==> config.mk <==
export PLATFORM = sky130hd
export DESIGN_NAME = pe_sequencer
export DESIGN_NICKNAME = d
export VERILOG_FILES = /design/src/rtl/pe_ctrl_pkg.sv /design/src/rtl/pe_membrane_update.sv /design/src/rtl/pe_sequencer.sv
export SDC_FILE = /design/constraint.sdc
export NUM_CORES = 1
export LEC_CHECK = 0
export ABC_AREA = 1
export CORE_MARGIN = 2
export CORE_UTILIZATION = 55
export DETAILED_ROUTE_END_ITERATION = 8
export DONT_BUFFER_PORTS = 1
export GPL_TIMING_DRIVEN = 0
export MAX_ROUTING_LAYER = met4
export PLACE_DENSITY_LB_ADDON = 0.2
export SYNTH_ARGS = -nofsm -noshare
export SYNTH_HDL_FRONTEND = slang
export SYNTH_HIERARCHICAL = 1
export SYNTH_SLANG_ARGS = --single-unit
==> constraint.sdc <==
create_clock -name clk -period 2.6 [get_ports clk]
set_input_delay 0.52 -clock clk [delete_from_list [all_inputs] [get_ports clk]]
set_output_delay 0.52 -clock clk [all_outputs]
set_load 0.01 [all_outputs]
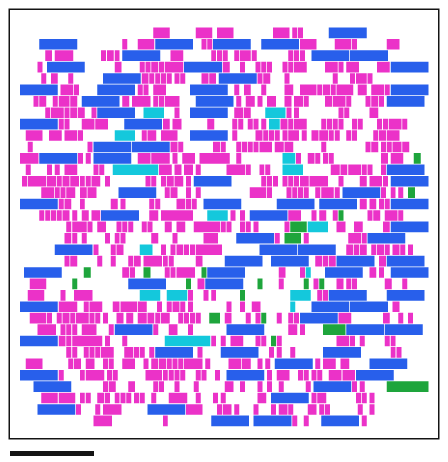
run_1/class_map.png
Bar = 20 microns.
| colour | class | cells | share of their area |
|---|---|---|---|
| cyan | clock drivers and dummy loads | 16 | 3.9% |
| green | remaining buffers and delay cells | 19 | 2.4% |
| blue | registers | 84 | 38% |
| magenta | remaining logic cells | 590 | 56% |
fin area: 5690 sq um
Core Util, Final: 61.3%
Seq/total area: 36.9%
core area: 9280 sq um

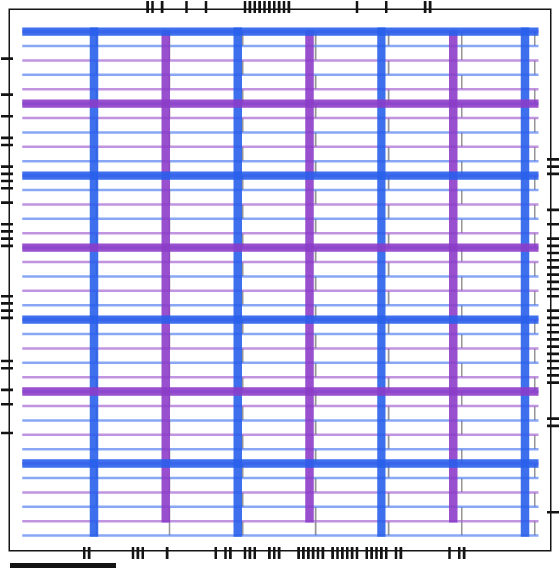
run_1/floorplan.png
Bar = 20 microns. Pins as bars on the die edge. Tap cells in grey.
| colour | net |
|---|---|
| purple | VDD |
| blue | VSS |
signal pins: 107
rows: 35
Die H: 102 microns
Peak VDD IR: 0.000480 V
Chip Width: 102 microns

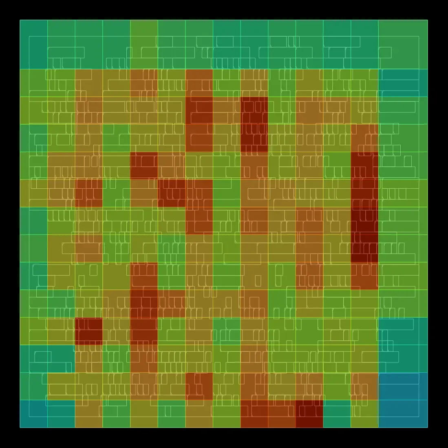
run_1/congestion_map.png
met3 usage: 6.57%
met1 global-route usage: 33.8%
GRT Total Usage: 25.9%

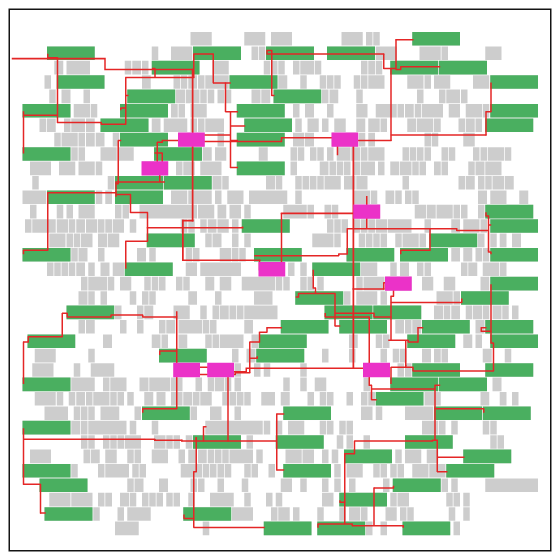
run_1/clock_wires.png
[green] flip-flops | count: 84
[magenta] clock-net drivers | count: 9
[red] clock wires | length: 1,140 microns
flops lie: spread over the die
routed clock nets: 10
Clock Power: 1050 uW
Worst Skew: 0.0107 ns
power share of the clock group: 16.8%
clk_lat worst skew: 0.35 ns

==> flow_summary.yaml, run 1 <==
# implementation run metrics
run_status:
  status: "finished, final reports clean"
placement:
  dp_hpwl_mm: 9.65
  io_buffer_count: 0
  post-place-ws_ns: 0.290
  place_area_sq_um: 5440
synth:
  synth-edff-count: 0
  ys_types: 45
  synth-seq-cells: 84
  synth.mux.area_fraction_pct: 3.62
  ys_seq_share_pct: 39.8
  synth_area_sq_um: 5280
  synth.top_cells.by_count: "212 x nand2_1, 84 x dfrtp_1, 79 x inv_1"
  synth.net_count: 761
  ys_sh_simple_pct: 31.9
  syn_area_per_cell_sq_um: 7.63
  ys_warn_count: 6
  top_area_share_pct: 39.8
clock_tree:
  clock_sinks: 84
  cts_hold_buffers: 1
  cts.repair.resized: 1
  cts_tree: "yes"
  clock_path_buffers: 2
cells_and_area:
  final_common_cell: "nand2_1"
  logic_gates: 502
  dominant_cells: "combinational gates"
  bufAreaShareNonClock_pct: 2.29
  drive_above_1_share_pct: 14.4
  layout.cells.non_filler: 838
  flop-count: 84
sta:
  post-route-min-period_ns: 2.41
  hold_slack_ns: 0.0512
  min_period_over_period_pct: 92.7
detailed_routing:
  routed_wirelength_mm: 12.6
  drtIter0Drc: 145
  drc: 0
  postRouteAntennaNets: 0
  wl_per_cell_microns: 15.1
  routed_via_density: 5.28
die:
  io_pins: 107
  taps: 129
  floorplan.core_util_pct: 56.9
global_routing:
  grt_max_degree: 85
  grt_pass1_wl_mm: 20.4
run_1/layers.png
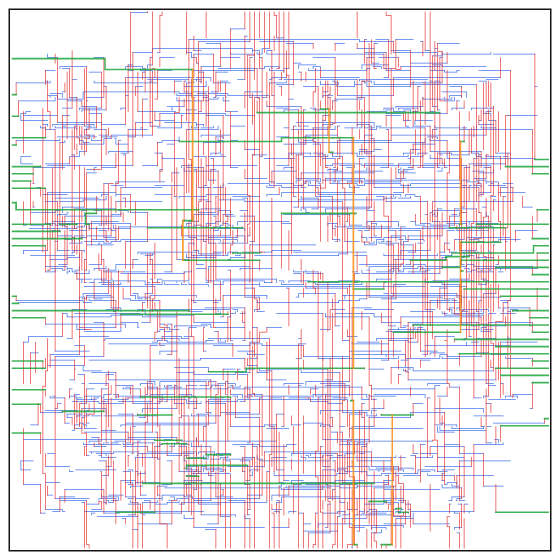

==> run 2, diff against run 1 <==
--- a/config.mk
+++ b/config.mk
@@ -6,7 +6,7 @@
 export NUM_CORES = 1
 export LEC_CHECK = 0
 export ABC_AREA = 1
-export CORE_MARGIN = 2
+export CORE_MARGIN = 1.5
 export CORE_UTILIZATION = 55
 export DETAILED_ROUTE_END_ITERATION = 8
 export DONT_BUFFER_PORTS = 1
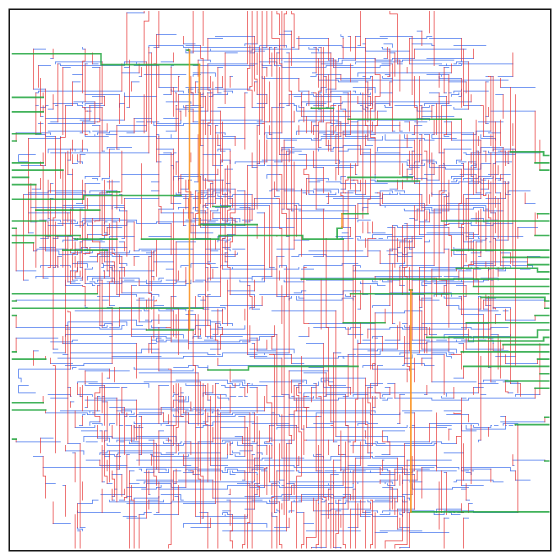
run_2/layers.png
| colour | layer | wire length |
|---|---|---|
| red | M2 | 5,960 microns |
| blue | M1 | 5,700 microns |
| green | M3 | 730 microns |
| orange | M4 | 126 microns |
GRT Total Usage: 26.3%
routed len/inst: 14.9 microns

==> run 2 against run 1 <==
Compared with the run above:
- routed wire length down 0.82%
- first-iteration DRC count decreased by 14%
- setup slack better by 0.099 ns
- largest power group unchanged
- highest routed layer unchanged
==> flow_summary.yaml, run 2 <==
# implementation run metrics
run_status:
  status: "finished, final reports clean"
detailed_routing:
  routed_wirelength_mm: 12.5
  postRouteAntennaNets: 0
  drtIter0Drc: 125
  drc: 0
synth:
  synth-edff-count: 0
  top_area_share_pct: 39.8
  synth-seq-cells: 84
  ys_types: 45
  synth_area_sq_um: 5280
  ys_seq_share_pct: 39.8
  synth.top_cells.by_count: "212 x nand2_1, 84 x dfrtp_1, 79 x inv_1"
  synth.net_count: 761
  ys_warn_count: 6
  synth.mux.area_fraction_pct: 3.62
  syn_area_per_cell_sq_um: 7.63
placement:
  place_area_sq_um: 5440
  post-place-ws_ns: 0.262
  dp_hpwl_mm: 9.59
  io_buffer_count: 0
cells_and_area:
  final_core_util_pct: 61.1
  dominant_cells: "combinational gates"
  layout.cells.non_filler: 838
  logic_gates: 502
  seq_area_share_pct: 37.1
  final_common_cell: "nand2_1"
  drive_above_1_share_pct: 14.8
  postLayoutCellArea_sq_um: 5670
  bufAreaShareNonClock_pct: 2.30
clock_tree:
  cts.repair.resized: 1
  cts_hold_buffers: 1
  cts_tree: "yes"
  clk_latency_ns: 0.35
  clock_path_buffers: 2
die:
  core-area_sq_um: 9280
  floorplan.core_util_pct: 56.9
  io_pins: 107
  taps: 129
global_routing:
  grt_max_degree: 85
  grt_pass1_wl_mm: 20.2
  use_met1_pct: 33.7
  grt.met3_usage_pct: 6.59
sta:
  max_freq_mhz: 433
  post-route-min-period_ns: 2.31
  min_period_over_period_pct: 88.9
  hold_slack_ns: 0.0513
pwr:
  powerClk_uw: 895
  pwr-share-clk_pct: 14.6
run:
  warnings: 27
setup_path:
  end_kind: "output pin"
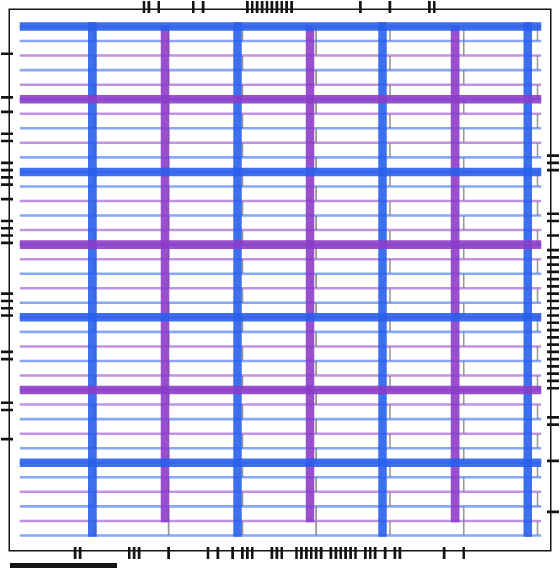
run_2/floorplan.png
Bar = 20 microns. Pins as bars on the die edge. Tap cells in grey.
| colour | net |
|---|---|
| blue | VSS |
| purple | VDD |
signal pins: 107
rows: 35
met5 straps: 7
Chip Width: 101 microns
Peak VDD IR: 0.000565 V

Power and IR drop assume default switching activity.
